<file path="config.mk">
export PLATFORM = sky130hd
export DESIGN_NAME = i2c_master
export DESIGN_NICKNAME = d
export VERILOG_FILES = /design/src/rtl/i2c_master.sv
export SDC_FILE = /design/constraint.sdc
export NUM_CORES = 1
export LEC_CHECK = 0
export CORE_MARGIN = 1
export CORE_UTILIZATION = 38
export DETAILED_ROUTE_END_ITERATION = 16
export PLACE_DENSITY = 0.64
export SLEW_MARGIN = 10
export SYNTH_ARGS = -nofsm -noshare
export SYNTH_HDL_FRONTEND = slang
export SYNTH_SLANG_ARGS = --single-unit
</file>
<file path="constraint.sdc">
create_clock -name clock -period 2.65 [get_ports clock]
set_input_delay 0.265 -clock clock [delete_from_list [all_inputs] [get_ports clock]]
set_output_delay 0.265 -clock clock [all_outputs]
set_load 0.005 [all_outputs]
</file>
<file path="src/rtl/i2c_master.sv">
// I2C master: single-byte write and single-byte random read.
// Define I2C_MASTER_CLOCK_STRETCH_EN to honour slave clock stretching.
module i2c_master #(
  parameter int CLK_DIV     = 4,
  parameter int DEV_ADDR_W  = 7,
  parameter int WORD_ADDR_W = 7
) (
  input  logic                   clock,
  input  logic                   reset,
  input  logic                   start,
  input  logic                   rw,
  input  logic [DEV_ADDR_W-1:0]  dev_addr,
  input  logic [WORD_ADDR_W-1:0] word_addr,
  input  logic [7:0]             wdata,
  output logic                   busy,
  output logic                   done,
  output logic                   ack_err,
  output logic [7:0]             rdata,
  output logic                   scl_o,
  output logic                   sda_oe,
  input  logic                   sda_i,
  input  logic                   scl_i
);

  localparam int CW = $clog2(CLK_DIV);
  localparam logic [CW-1:0] CNT_MAX = CW'(CLK_DIV - 1);

  localparam logic [3:0] ST_IDLE   = 4'd0;
  localparam logic [3:0] ST_START  = 4'd1;
  localparam logic [3:0] ST_DEVW   = 4'd2;
  localparam logic [3:0] ST_ACK1   = 4'd3;
  localparam logic [3:0] ST_WADR   = 4'd4;
  localparam logic [3:0] ST_ACK2   = 4'd5;
  localparam logic [3:0] ST_WDAT   = 4'd6;
  localparam logic [3:0] ST_ACK3   = 4'd7;
  localparam logic [3:0] ST_RSTART = 4'd8;
  localparam logic [3:0] ST_DEVR   = 4'd9;
  localparam logic [3:0] ST_ACK4   = 4'd10;
  localparam logic [3:0] ST_RDAT   = 4'd11;
  localparam logic [3:0] ST_MNACK  = 4'd12;
  localparam logic [3:0] ST_STOP   = 4'd13;
  localparam logic [3:0] ST_DONE   = 4'd14;

  logic [3:0]             state_q, state_d;
  logic [CW-1:0]          cnt_q, cnt_d;
  logic [1:0]             phase_q, phase_d;
  logic [2:0]             bit_q, bit_d;
  logic                   rw_q, rw_d;
  logic [DEV_ADDR_W-1:0]  dev_q, dev_d;
  logic [WORD_ADDR_W-1:0] wadr_q, wadr_d;
  logic [7:0]             wdat_q, wdat_d;
  logic [7:0]             sh_q, sh_d;
  logic [7:0]             rdata_q, rdata_d;
  logic                   samp_q, samp_d;
  logic                   ack_err_q, ack_err_d;
  logic                   done_q, done_d;

  logic       hold;
  logic       tick;
  logic       mid;
  logic       is_byte;
  logic       is_ack;
  logic [7:0] tx_byte;

`ifdef I2C_MASTER_CLOCK_STRETCH_EN
  // A slave holding SCL low while we release it freezes the phase timer.
  assign hold = scl_o & ~scl_i;
`else
  logic unused_scl_i;
  assign unused_scl_i = scl_i;
  assign hold = 1'b0;
`endif

  assign busy    = (state_q != ST_IDLE);
  assign done    = done_q;
  assign ack_err = ack_err_q;
  assign rdata   = rdata_q;
  assign tick    = (cnt_q == CNT_MAX);
  assign mid     = (phase_q == 2'd1) || (phase_q == 2'd2);

  assign is_byte = (state_q == ST_DEVW) || (state_q == ST_WADR) ||
                   (state_q == ST_WDAT) || (state_q == ST_DEVR) ||
                   (state_q == ST_RDAT);
  assign is_ack  = (state_q == ST_ACK1) || (state_q == ST_ACK2) ||
                   (state_q == ST_ACK3) || (state_q == ST_ACK4);

  always_comb begin
    tx_byte = 8'h00;
    unique case (state_q)
      ST_DEVW: tx_byte = 8'({dev_q, 1'b0});
      ST_WADR: tx_byte = 8'(wadr_q);
      ST_WDAT: tx_byte = wdat_q;
      ST_DEVR: tx_byte = 8'({dev_q, 1'b1});
      default: tx_byte = 8'h00;
    endcase
  end

  always_comb begin
    scl_o  = 1'b1;
    sda_oe = 1'b0;
    unique case (state_q)
      ST_START: begin
        scl_o  = (phase_q != 2'd3);
        sda_oe = phase_q[1];
      end
      ST_RSTART: begin
        scl_o  = mid;
        sda_oe = phase_q[1];
      end
      ST_STOP: begin
        scl_o  = (phase_q != 2'd0);
        sda_oe = ~phase_q[1];
      end
      ST_DEVW, ST_WADR, ST_WDAT, ST_DEVR: begin
        scl_o  = mid;
        sda_oe = ~tx_byte[3'd7 - bit_q];
      end
      ST_ACK1, ST_ACK2, ST_ACK3, ST_ACK4,
      ST_RDAT, ST_MNACK: scl_o = mid;
      default: ;
    endcase
  end

  always_comb begin
    state_d   = state_q;
    cnt_d     = cnt_q;
    phase_d   = phase_q;
    bit_d     = bit_q;
    rw_d      = rw_q;
    dev_d     = dev_q;
    wadr_d    = wadr_q;
    wdat_d    = wdat_q;
    sh_d      = sh_q;
    rdata_d   = rdata_q;
    samp_d    = samp_q;
    ack_err_d = ack_err_q;
    done_d    = 1'b0;
    if (state_q == ST_IDLE) begin
      cnt_d   = '0;
      phase_d = 2'd0;
      bit_d   = 3'd0;
      if (start) begin
        rw_d      = rw;
        dev_d     = dev_addr;
        wadr_d    = word_addr;
        wdat_d    = wdata;
        ack_err_d = 1'b0;
        state_d   = ST_START;
      end
    end else if (state_q == ST_DONE) begin
      done_d  = 1'b1;
      state_d = ST_IDLE;
    end else if (!hold) begin
      cnt_d = tick ? '0 : cnt_q + CW'(1);
      if (tick) begin
        phase_d = phase_q + 2'd1;
        if (phase_q == 2'd2) begin
          samp_d = sda_i;
          if (state_q == ST_RDAT) sh_d = {sh_q[6:0], sda_i};
        end
        if (phase_q == 2'd3) begin
          bit_d = is_byte ? bit_q + 3'd1 : 3'd0;
          if (is_ack && samp_q) ack_err_d = 1'b1;
          unique case (state_q)
            ST_START:  state_d = ST_DEVW;
            ST_DEVW:   if (bit_q == 3'd7) state_d = ST_ACK1;
            ST_WADR:   if (bit_q == 3'd7) state_d = ST_ACK2;
            ST_WDAT:   if (bit_q == 3'd7) state_d = ST_ACK3;
            ST_DEVR:   if (bit_q == 3'd7) state_d = ST_ACK4;
            ST_RDAT: begin
              if (bit_q == 3'd7) begin
                state_d = ST_MNACK;
                rdata_d = sh_q;
              end
            end
            ST_ACK1:   state_d = samp_q ? ST_STOP : ST_WADR;
            ST_ACK2: begin
              if (samp_q)    state_d = ST_STOP;
              else if (rw_q) state_d = ST_RSTART;
              else           state_d = ST_WDAT;
            end
            ST_ACK3:   state_d = ST_STOP;
            ST_ACK4:   state_d = samp_q ? ST_STOP : ST_RDAT;
            ST_RSTART: state_d = ST_DEVR;
            ST_MNACK:  state_d = ST_STOP;
            ST_STOP:   state_d = ST_DONE;
            default:   state_d = ST_IDLE;
          endcase
        end
      end
    end
  end

  always_ff @(posedge clock) begin
    if (reset) begin
      state_q   <= ST_IDLE;
      cnt_q     <= '0;
      phase_q   <= 2'd0;
      bit_q     <= 3'd0;
      rw_q      <= 1'b0;
      dev_q     <= '0;
      wadr_q    <= '0;
      wdat_q    <= 8'h00;
      sh_q      <= 8'h00;
      rdata_q   <= 8'h00;
      samp_q    <= 1'b0;
      ack_err_q <= 1'b0;
      done_q    <= 1'b0;
    end else begin
      state_q   <= state_d;
      cnt_q     <= cnt_d;
      phase_q   <= phase_d;
      bit_q     <= bit_d;
      rw_q      <= rw_d;
      dev_q     <= dev_d;
      wadr_q    <= wadr_d;
      wdat_q    <= wdat_d;
      sh_q      <= sh_d;
      rdata_q   <= rdata_d;
      samp_q    <= samp_d;
      ack_err_q <= ack_err_d;
      done_q    <= done_d;
    end
  end

endmodule

</file>
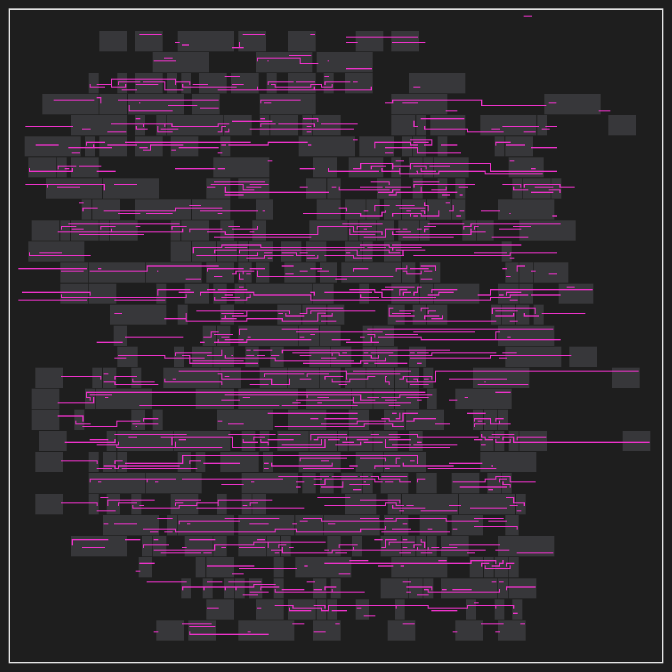
(images/layer_met1.png)
Cells faint in the background.
main direction: horizontal
share of all routed wire: 51%
nets with wire on the layer: 343

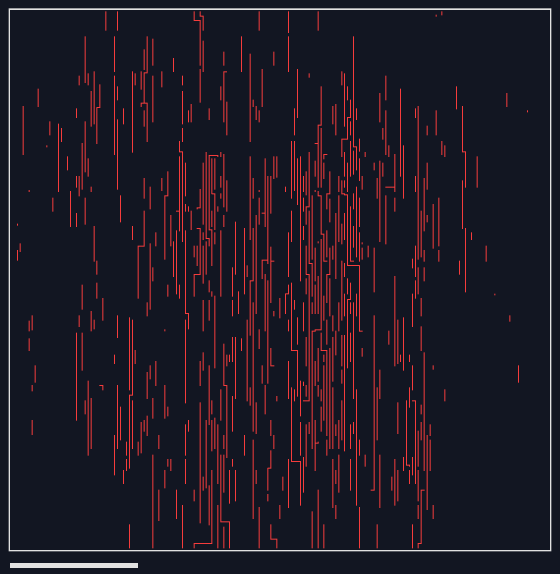
(images/layer_met2.png)
Bar = 20 um.
share of all routed wire: 44%
wire length on this layer: 2520 um
main direction: vertical
nets with wire on the layer: 297
met2 GRT Util: 25.0%
DRT Wirelength: 5790 um
via count: 2271

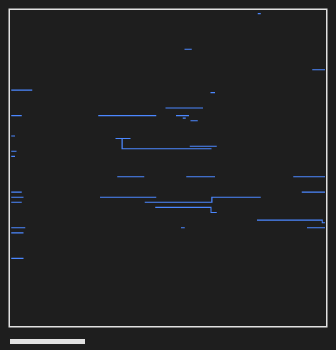
(images/layer_met3.png)
Bar = 20 um.
main direction: horizontal
nets with wire on the layer: 26
longest straight run: 23.7 um

==> impl_metrics.csv <==
group,metric,value,unit
status,status,"finished with violations",
status,violations_in_the_final_reports,"DRC",
clock_network,cts_tree,"built",
floorplanning,fp-row-count,29,
setup_path,reg2reg_from,"cnt_q[0]",
clock_network,cts.hold.buffers_added,0,
clock_network,ctsResizeCount,12,
layout,diodes,0,
sta,finalHoldViolations,0,
sta,clock-skew-final,0.00700,ns
synth,area_leader_netlist,"sky130_fd_sc_hd__dfxtp_1",
hold_path,min_from,"wadr_q[2]",
sta,unrepaired_setup_endpoints_after_global_routing,"no",
hold_path,min_delay_worst_type,"reg2reg",
synth,synthesis.instances,307,
synth,number_of_cells_in_yosys_stat,307,
sta,setup_viol_count_final,0,
clock_network,worst_skew_pair.late_latency,0.31,ns
layout,inverters_excl_clock,4,
synth,ys_top_cells_by_count,"sky130_fd_sc_hd__nand2_1, sky130_fd_sc_hd__dfxtp_1, sky130_fd_sc_hd__a21oi_1",
synth,flop_cell,"sky130_fd_sc_hd__dfxtp_1",
synth,mappedNetlistArea,2570,sq um
layout,design.final.nets,381,
synth,post-synth-top-area-fraction,41.3,%
pwr,power.ir.vdd_worst,0.339,mV
sta,max_clock_freq,0.387,GHz
pwr,power.total,2.28,mW
run,max_cap_violations,0,
synth,edf_count,0,
clock_network,clock-root-buffer,"sky130_fd_sc_hd__clkbuf_8",
setup_path,worstPathCellList,"buf_4 > or3b_4 > o21ai_1 > a21oi_2 > or4b_1 > a41o_1 > buf_2",
sta,timing.final.crit_share,97.5,%
setup_path,timing.reg2reg.worst_path_depth,5,
layout,area_growth_syn_to_layout,25.1,%
layout,non_clock_buffer_area_share,16.0,%
setup_path,crit_slowest_cell,"sky130_fd_sc_hd__or4b_1",
floorplanning,floorplan.tapcells,77,
placed_design,gp_weighted_congestion,0.847,
synth,asyncSetResetFlopFracSynth,0,%
hold_path,worstHoldPathCells,2,
layout,flop_area,1070,sq um
layout,final-clk-cell-share,3.11,%
sta,finalWorstSetupSlack,0.0654,ns
placed_design,place.port_buffers,39,
synth,yosys-top-cells-area,"sky130_fd_sc_hd__dfxtp_1, sky130_fd_sc_hd__mux2i_1, sky130_fd_sc_hd__nand2_1, sky130_fd_sc_hd__a21oi_1, sky130_fd_sc_hd__nor2_1",
floorplanning,core_region_area,6420,sq um
sta,slew_headroom,50.6,%
setup_path,critical_path_buf_inv_count,2,
setup_path,critPathTopFamily,"simple AND/OR/NAND/NOR gates",
layout,n_fill_cell,632,
synth,syn-mean-instance-area,8.38,sq um
drt,drt_iter0_drc,164,
clock_network,htree_levels,2,
placed_design,numPlacedInstances,412,
layout,utilization,50.1,%
global_routing,grt_pass1_wl,9540,um
setup_path,start_kind,"flip-flop",
synth,ys_ff,53,
setup_path,cp-end-kind,"primary output",
drt,detail_route.drc_violations,2,
pwr,p_switching,796,uW
drt,number_of_vias_per_cell,5.34,
floorplanning,initial_utilization,40.0,%
run,warning_count,29,
synth,synth_top_cell_by_count,"sky130_fd_sc_hd__nand2_1",
global_routing,globalRoute.totalOverflow,0,
pwr,switching_fraction,34.9,%
floorplanning,ios,41,
setup_path,critPathArrivalTime,2.32,ns
clock_network,clock_path_buffers,2,
global_routing,grt_pass1_vias,2103,
synth,synth_sequential_area_ratio,41.3,%
setup_path,crit_path_max_fanout,4,
global_routing,gr-usage-all-layers,16.8,%
sta,finalSetupTns,0,ns
layout,seq_area_share,33.2,%
sta,worst_slew_pin_slew,0.735,ns
synth,synth_cell_type_count,52,
layout,area.share.combinational,44.3,%
layout,comb_gate_area,1420,sq um
floorplanning,die.size.x,84.3,um
drt,detail-route-antenna-nets,0,
layout,layoutNonFillerInstCount,425,
setup_path,worstPathRequired,2.38,ns
layout,comb_cells,227,
synth,synth.net_count,341,
setup_path,startpoint,"state_q[3]",
pwr,power_report.internal_total,1.49,mW
drt,detail_route.first_pass.iterations,10,
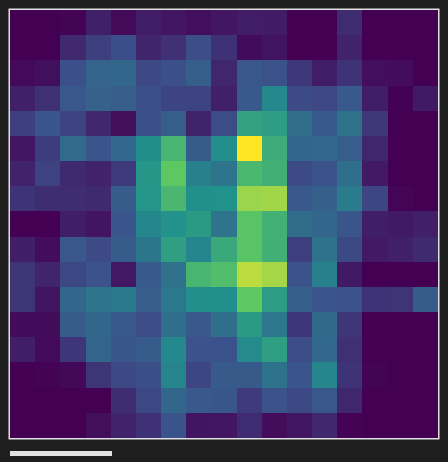
(images/metal_density.png)
Bar = 20 um. 17 x 17 tiles, from dark purple (low) to yellow (high), scaled to the fullest tile. Values are wire area over tile area, all layers added.
densest ninth of the die: centre
mean over tiles: 0.13
emptiest ninth of the die: upper right

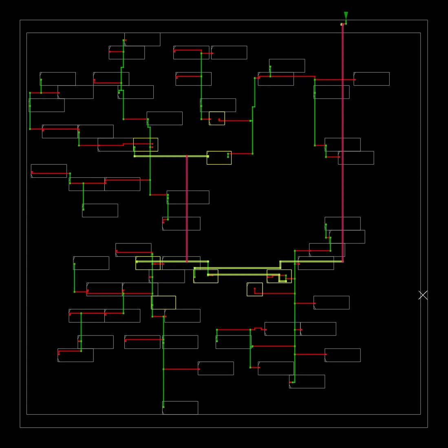
(images/clocks.png)
count of clock buffers in the final design: 6
clock network power: 489 uW
count of clock tree sinks: 53

==> per-layer routing <==
metal  track usage, %  vias to the layer above  part of all wire, %
li1                 -                     1157                    -
met1             23.4                     1060                   51
met2             25.0                       46                   44
met3             3.44                        8                  3.7
met4             7.52                        0                  2.1
met5                0                        -                    0
==> worst register-to-register path, stage by stage (launching register included) <==
cell	delay [ns]
sky130_fd_sc_hd__dfxtp_1	0.36
sky130_fd_sc_hd__ha_1	0.43
sky130_fd_sc_hd__nand3_1	0.18
sky130_fd_sc_hd__nor4_4	0.58
sky130_fd_sc_hd__mux2i_1	0.26
sky130_fd_sc_hd__nor2_1	0.06
==> worst paths after layout <==
check	to	slack, ns
worst min-delay path	wadr_q[2]	0.46
worst max register to register	rdata[3]	0.67
worst max-delay path	sda_oe	0.07
worst min register to register	wadr_q[2]	0.46
==> cell families (layout without fill, tap and decap cells) <==
| kind of cell | count (synthesis) | count (layout) | synth area share (%) |
|---|---|---|---|
| AND/OR/NAND/NOR | 127 | 127 | 23.9 |
| AND-OR/OR-AND | 66 | 66 | 16.6 |
| flip-flops | 53 | 53 | 41.3 |
| multiplexers | 27 | 27 | 10.7 |
| buffers and inverters | 27 | 68 | 4.28 |
| adder cells (fa/ha/maj) | 6 | 6 | 2.92 |
| XOR/XNOR | 1 | 1 | 0.341 |
==> power by group through the flow <==
stage	clock (mW)	combinational, mW	sequential, mW
after floorplan	0	0.566	0.952
after global placement	0	0.793	0.969
after detailed placement	0	0.806	0.972
after CTS	0.505	0.839	0.956
after global routing	0.537	0.921	0.968
final	0.489	0.839	0.956
==> placed cells by master, fill, tap and decap left out, types with 2 or more instances in the layout <==
| cell type | count |
|---|---|
| sky130_fd_sc_hd__nand2_1 | 58 |
| sky130_fd_sc_hd__dfxtp_1 | 50 |
| sky130_fd_sc_hd__clkdlybuf4s50_1 | 38 |
| sky130_fd_sc_hd__a21oi_1 | 35 |
| sky130_fd_sc_hd__nor2_1 | 30 |
| sky130_fd_sc_hd__mux2i_1 | 24 |
| sky130_fd_sc_hd__buf_4 | 17 |
| sky130_fd_sc_hd__nand3_1 | 8 |
| sky130_fd_sc_hd__ha_1 | 6 |
| sky130_fd_sc_hd__clkbuf_8 | 6 |
| sky130_fd_sc_hd__inv_1 | 4 |
| sky130_fd_sc_hd__o21ai_0 | 4 |
| sky130_fd_sc_hd__nand2b_1 | 4 |
| sky130_fd_sc_hd__nor3_1 | 4 |
| sky130_fd_sc_hd__o211ai_1 | 3 |
| sky130_fd_sc_hd__nand3b_1 | 3 |
| sky130_fd_sc_hd__mux2_2 | 3 |
| sky130_fd_sc_hd__nand4b_1 | 3 |
| sky130_fd_sc_hd__o221ai_1 | 2 |
| sky130_fd_sc_hd__or3b_4 | 2 |
| sky130_fd_sc_hd__o21ai_1 | 2 |
| sky130_fd_sc_hd__a21oi_2 | 2 |
| sky130_fd_sc_hd__or4_1 | 2 |
| sky130_fd_sc_hd__a221oi_2 | 2 |
| sky130_fd_sc_hd__nand4_1 | 2 |
| sky130_fd_sc_hd__and3_1 | 2 |
| sky130_fd_sc_hd__dfxtp_2 | 2 |
Power is estimated from default activity; no workload was simulated.
